**src/rtl/mem_port_arbiter.sv**
```systemverilog
// Shares one external memory bus between instruction fetch and the load/store unit.
// One transaction at a time, each with a bus timeout; registered read data and ack pulses.
//
// state  | meaning
// -------+------------------------------------------------------------
// S_IDLE | bus free; pick an owner from the pending requests
// S_BUSY | bus_req_o high, wait for bus_ack_i or the timeout
// S_RESP | pulse the owner's ack for one cycle; requests ignored
module mem_port_arbiter #(
   parameter int unsigned MAX_WAIT = 15
) (
   input  logic        clk_i,
   input  logic        rst_n_i,
   input  logic        if_req_i,
   input  logic [31:0] if_addr_i,
   output logic [31:0] if_rdata_o,
   output logic        if_ack_o,
   input  logic        dm_req_i,
   input  logic        dm_we_i,
   input  logic [31:0] dm_addr_i,
   input  logic [31:0] dm_wdata_i,
   output logic [31:0] dm_rdata_o,
   output logic        dm_ack_o,
   output logic        bus_req_o,
   output logic        bus_we_o,
   output logic [31:0] bus_addr_o,
   output logic [31:0] bus_wdata_o,
   input  logic [31:0] bus_rdata_i,
   input  logic        bus_ack_i,
   output logic        stall_o,
   output logic        err_o
);

   typedef enum logic [1:0] {S_IDLE, S_BUSY, S_RESP} state_t;

   // Counter value in the last BUSY cycle allowed before giving up.
   localparam logic [7:0] LIMIT = 8'(MAX_WAIT - 1);

   state_t      r_state;
   state_t      w_next;
   logic        r_owner;
   logic        r_last;
   logic [7:0]  r_cnt;
   logic        r_we;
   logic [31:0] r_addr;
   logic [31:0] r_wdata;
   logic [31:0] r_if_rdata;
   logic [31:0] r_dm_rdata;
   logic        r_if_ack;
   logic        r_dm_ack;
   logic        r_err;

   logic        w_grant;
   logic        w_gnt_dm;
   logic        w_ok;
   logic        w_timeout;
   logic        w_done;
   logic        w_bus_req;

   always_ff @(posedge clk_i or negedge rst_n_i) begin
      if (!rst_n_i) r_state <= S_IDLE;
      else          r_state <= w_next;
   end

   always_comb begin
      w_next    = r_state;
      w_grant   = 1'b0;
      w_gnt_dm  = 1'b0;
      w_ok      = 1'b0;
      w_timeout = 1'b0;
      w_bus_req = 1'b0;
      case (r_state)
         S_IDLE: begin
            if (if_req_i || dm_req_i) begin
               w_grant  = 1'b1;
               // DM wins a tie unless it had the previous grant.
               w_gnt_dm = dm_req_i & (~if_req_i | ~r_last);
               w_next   = S_BUSY;
            end
         end
         S_BUSY: begin
            w_bus_req = 1'b1;
            if (bus_ack_i) begin
               w_ok   = 1'b1;
               w_next = S_RESP;
            end else if (r_cnt >= LIMIT) begin
               w_timeout = 1'b1;
               w_next    = S_RESP;
            end
         end
         S_RESP:  w_next = S_IDLE;
         default: w_next = S_IDLE;
      endcase
      w_done = w_ok | w_timeout;
   end

   always_ff @(posedge clk_i or negedge rst_n_i) begin
      if (!rst_n_i) begin
         r_owner    <= 1'b0;
         r_last     <= 1'b0;
         r_cnt      <= 8'd0;
         r_we       <= 1'b0;
         r_addr     <= 32'd0;
         r_wdata    <= 32'd0;
         r_if_rdata <= 32'd0;
         r_dm_rdata <= 32'd0;
         r_if_ack   <= 1'b0;
         r_dm_ack   <= 1'b0;
         r_err      <= 1'b0;
      end else begin
         r_if_ack <= w_done & ~r_owner;
         r_dm_ack <= w_done & r_owner;
         if (w_grant) begin
            r_owner <= w_gnt_dm;
            r_last  <= w_gnt_dm;
            r_cnt   <= 8'd0;
            r_addr  <= w_gnt_dm ? dm_addr_i : if_addr_i;
            r_we    <= w_gnt_dm & dm_we_i;
            r_wdata <= w_gnt_dm ? dm_wdata_i : 32'd0;
         end else if (r_state == S_BUSY && !w_done && r_cnt != 8'hFF) begin
            r_cnt <= r_cnt + 8'd1;
         end
         if (w_done) begin
            if (r_owner) r_dm_rdata <= w_ok ? bus_rdata_i : 32'd0;
            else         r_if_rdata <= w_ok ? bus_rdata_i : 32'd0;
         end
         if (w_timeout) r_err <= 1'b1;
      end
   end

   assign bus_req_o   = w_bus_req;
   assign bus_we_o    = r_we;
   assign bus_addr_o  = r_addr;
   assign bus_wdata_o = r_wdata;
   assign if_rdata_o  = r_if_rdata;
   assign dm_rdata_o  = r_dm_rdata;
   assign if_ack_o    = r_if_ack;
   assign dm_ack_o    = r_dm_ack;
   assign err_o       = r_err;
   assign stall_o     = (if_req_i & ~r_if_ack) | (dm_req_i & ~r_dm_ack);

endmodule

```
**config.mk**
```make
export PLATFORM = sky130hd
export DESIGN_NAME = mem_port_arbiter
export DESIGN_NICKNAME = d
export VERILOG_FILES = /design/src/rtl/mem_port_arbiter.sv
export SDC_FILE = /design/constraint.sdc
export NUM_CORES = 1
export LEC_CHECK = 0
export ABC_AREA = 1
export CORE_ASPECT_RATIO = 1.1
export CORE_UTILIZATION = 30
export CTS_CLUSTER_DIAMETER = 40
export DETAILED_ROUTE_END_ITERATION = 8
export PLACE_DENSITY = 0.72
export SLEW_MARGIN = 20
export SYNTH_ARGS = -nofsm -noshare
export SYNTH_HDL_FRONTEND = slang
export SYNTH_SLANG_ARGS = --single-unit
export TNS_END_PERCENT = 10
```
**constraint.sdc**
```tcl
create_clock -name clk_i -period 4.5 [get_ports clk_i]
set_clock_uncertainty 0.2 [all_clocks]
set_input_delay 0.675 -clock clk_i [delete_from_list [all_inputs] [get_ports clk_i]]
set_output_delay 0.675 -clock clk_i [all_outputs]
set_load 0.1 [all_outputs]
```
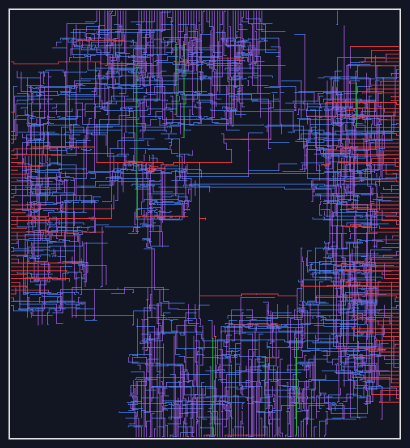
**Above:** run 1 (wiring by layer).
legend:
  blue:
    layer: metal 1
    wire_length: 7650 µm
  purple:
    layer: metal 2
    wire_length: 9230 µm
  green:
    layer: metal 4
    wire_length: 350 µm
  red:
    layer: metal 3
    wire_length: 1790 µm
routed vias: 5647
routed len/inst: 16.0 µm
drt total wl: 19000 µm
GRT Overall Usage: 0.185

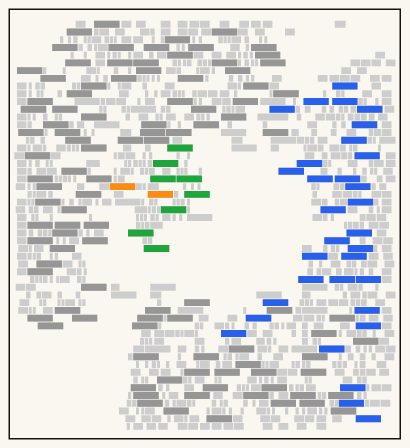
**Above:** run 1 (register map, names as in the netlist).
Other sequential cells in the stronger grey, the rest of the logic in the fainter grey.
legend:
  green:
    name_in_the_netlist: r_cnt
    sequential_cells: 8
    where: middle
  blue:
    name_in_the_netlist: bus_addr_o
    sequential_cells: 32
  orange:
    name_in_the_netlist: r_state
    sequential_cells: 2
not coloured: 101
sequential portion of the cell area: 0.379
final design utilization: 0.487

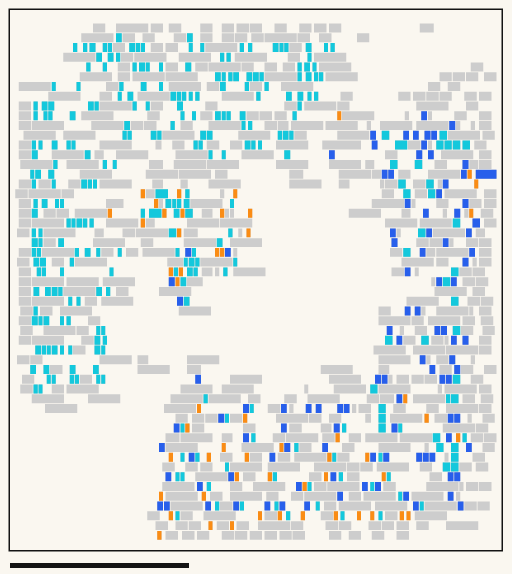
**Above:** run 1 (selected gate families).
Bar = 50 µm.
legend:
  orange:
    family: inverters
    cells: 54
  cyan:
    family: NAND gates
    cells: 285
    where: all over the die
  blue:
    family: inverting AOI/OAI gates
    cells: 104
most frequent logic cell in the layout: clkdlybuf4s50_1
logic share of the area: 0.214

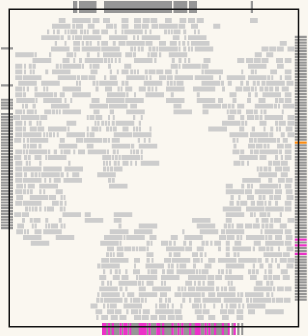
**Above:** run 1 (pin map).
Pins as bars across the die edge, other pins in grey.
legend:
  orange:
    port: stall_o
    pins: 1
    direction: output
    edge: right
  magenta:
    port: dm_wdata_i
    pins: 32
    direction: input
    edge: 29 bottom, 3 right
Port Buffer Count: 267
Die Y: 151 µm

==> Slide: Implementation Results, run 1 <==
Synthesis and Place & Route Summary

Outcome
  • Run status: finished, final reports clean

Clock network
  • CTS HTree Levels: 4
  • Setup Buffers After CTS: 0
  • Clock-pin transition on the worst setup and hold timing paths: ~60 ps
  • Bufs on Longest Clock Path: 2

Logic synthesis
  • FF+latch count, synth: 143
  • Number of cells in Yosys stat: 679
  • Netlist Area Pre-Place: 6020 µm²
  • Yosys simple share: 0.239
  • Asr flop ratio synth: 1.00
  • Post-synth top area cell: dfrtp_1
  • XOR/XNOR share of the synthesized area: 0.00291
  • Syn_area_per_cell: 8.86 µm²

Global route
  • First-pass GRT wire length: 29100 µm
  • Vias in the first global route: 5496
  • Overflow after GRT: 0
  • GR Util met3: 0.0643

Cells and area
  • Logic Gate Count: 435
  • Fin area: between 9000 and 10000 µm²
  • Logic area: 2020 µm²
  • Area Overhead vs Synth: 56.8%
  • Buffer share of cell area: 0.290
  • Clock buffers: 18
  • Ant. Diodes: 0
  • Layout net count: roughly 1100
  • Most frequent cells in the layout: clkdlybuf4s50_1, nand2_1, dfrtp_1
  • Non-clk bufs: 276

Setup path
  • CP startpoint: r_state[1]$_DFFE_PN0P_
  • Worst setup endpoint: bus_req_o
  • Crit. End Element: output port
  • Bufs and invs on worst path: 3
  • WP depth: 4
  • Slowest-stage cell, CP: clkdlybuf4s50_1
  • Worst EP arrival: about 2300 ps
  • CP top delay family: buffers and inverters
  • Critical-path maximum fanout: 4

Timing
  • RSZ-0062 raised after global routing: false
  • Peak Freq: 319 MHz
  • Final Critical Period: 3130 ps
  • Final worst-path cycle share: 0.696
  • Setup TNS: 0 ps
  • Final setup viols: 0

Die
  • Site row count: 53
  • Chip area: 20600 µm²
  • I/O pins: 268
  • Die W: 137 µm

Flow run
  • OpenROAD warning count: 29
  • Max-Cap Viols: 0

Detailed routing
  • Drt initial violations: 374
  • Drc violations: 0
  • Drt pass-1 iters: 5
  • M1 WL: 7650 µm
  • WL met3: 1790 µm
  • Routed Antenna Nets: 0

Place
  • DP HPWL: approximately 13000 µm
==> inputs of run 2 (changes only) <==
--- a/config.mk
+++ b/config.mk
@@ -10,7 +10,7 @@
 export CORE_UTILIZATION = 30
 export CTS_CLUSTER_DIAMETER = 40
 export DETAILED_ROUTE_END_ITERATION = 8
-export PLACE_DENSITY = 0.72
+export PLACE_DENSITY = 0.74
 export SLEW_MARGIN = 20
 export SYNTH_ARGS = -nofsm -noshare
 export SYNTH_HDL_FRONTEND = slang
==> constraint.sdc (replaced) <==
create_clock -name clk_i -period 2.6 [get_ports clk_i]
set_clock_uncertainty 0.2 [all_clocks]
set_input_delay 0.39 -clock clk_i [delete_from_list [all_inputs] [get_ports clk_i]]
set_output_delay 0.39 -clock clk_i [all_outputs]
set_load 0.1 [all_outputs]
==> run 2 against run 1 <==
Die area unchanged. Design area decreased by 1.7%. Global-route usage down 0.47 points. Via count barely moved. Largest cell class unchanged. Critical path depth rose by 1. Clock-buffer cell count did not move. Synthesized cell count unchanged. Sequential share of layout area grew 0.64 points. Critical endpoint is now stall_o.
==> Slide: Implementation Results, run 2 <==
Synthesis and Place & Route Summary

Global route
  • First-pass GRT wire length: 28700 µm (-1.4%)
  • GR Util met3: 0.0552 (-0.00909)
  • Vias in the first global route: 5525 (+0.53%)
  • GRT Overall Usage: 0.180 (-0.00470)

Logic synthesis
  • Post-synth top area cell: dfrtp_1
  • Yosys simple share: 0.239 (unchanged)
  • Number of cells in Yosys stat: 679 (unchanged)
  • Syn_area_per_cell: 8.86 µm² (unchanged)
  • Asr flop ratio synth: 1.00 (unchanged)

Cells and area
  • Buffer share of cell area: 0.275 (-0.0159)
  • Fin area: 9280 µm² (-1.7%)
  • Logic area: 2020 µm² (+0.31%)
  • Most frequent cells in the layout: nand2_1, dfrtp_1, buf_4
  • Non-clk bufs: 281 (+1.8%)
  • Logic Gate Count: 435 (unchanged)
  • Area Overhead vs Synth: 54.2%

Timing
  • RSZ-0062 raised after global routing: false
  • Final worst-path cycle share: 0.853

Setup path
  • Bufs and invs on worst path: 4 (+1)
  • CP startpoint: dm_req_i
  • Worst setup endpoint: stall_o
  • CP top delay family: buffers and inverters
  • WP depth: 5 (+1)

Detailed routing
  • M1 WL: 7400 µm (-3.2%)
  • Routed len/inst: 15.5 µm (-3.2%)
  • Drt pass-1 iters: 5 (unchanged)
  • Drt total wl: 18500 µm (-2.8%)
  • Routed Antenna Nets: 0 (unchanged)
  • Drc violations: 0 (unchanged)
  • Routed vias: 5650 (+0.053%)
  • WL met3: 1460 µm (-19%)

Die
  • Die Y: 151 µm (unchanged)
  • I/O pins: 268 (unchanged)
  • Chip area: 20600 µm² (unchanged)
  • Die W: 137 µm (unchanged)

Flow run
  • Max-Cap Viols: 0 (unchanged)
  • OpenROAD warning count: 27 (-6.9%)

Clock network
  • Bufs on Longest Clock Path: 2 (unchanged)
  • Clock-pin transition on the worst setup and hold timing paths: 60 ps (about the same)
  • CTS HTree Levels: 4 (unchanged)

Outcome
  • Run status: finished, final reports clean

Place
  • Port Buffer Count: 267 (unchanged)
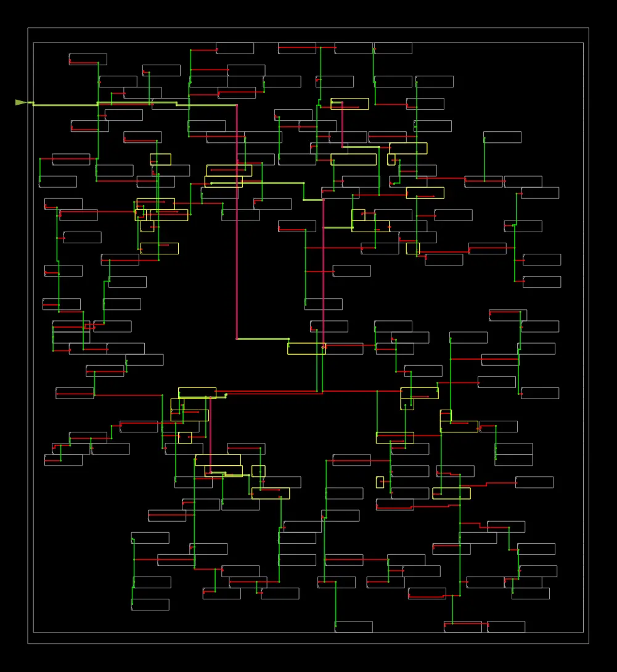
**Above:** run 2 (clock routing).
clock buffers: 18
TritonCTS Sinks: 143
clk_lat worst skew: 410 ps

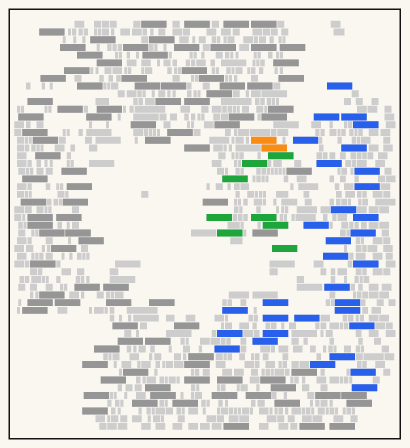
**Above:** run 2 (register map, names as in the netlist).
Other sequential cells in the stronger grey, the rest of the logic in the fainter grey.
legend:
  blue:
    name_in_the_netlist: bus_addr_o
    sequential_cells: 32
  orange:
    name_in_the_netlist: r_state
    sequential_cells: 2
  green:
    name_in_the_netlist: r_cnt
    sequential_cells: 8
not coloured: 101
final design utilization: 0.479
sequential portion of the cell area: 0.386
Sequential Area: 3580 µm²

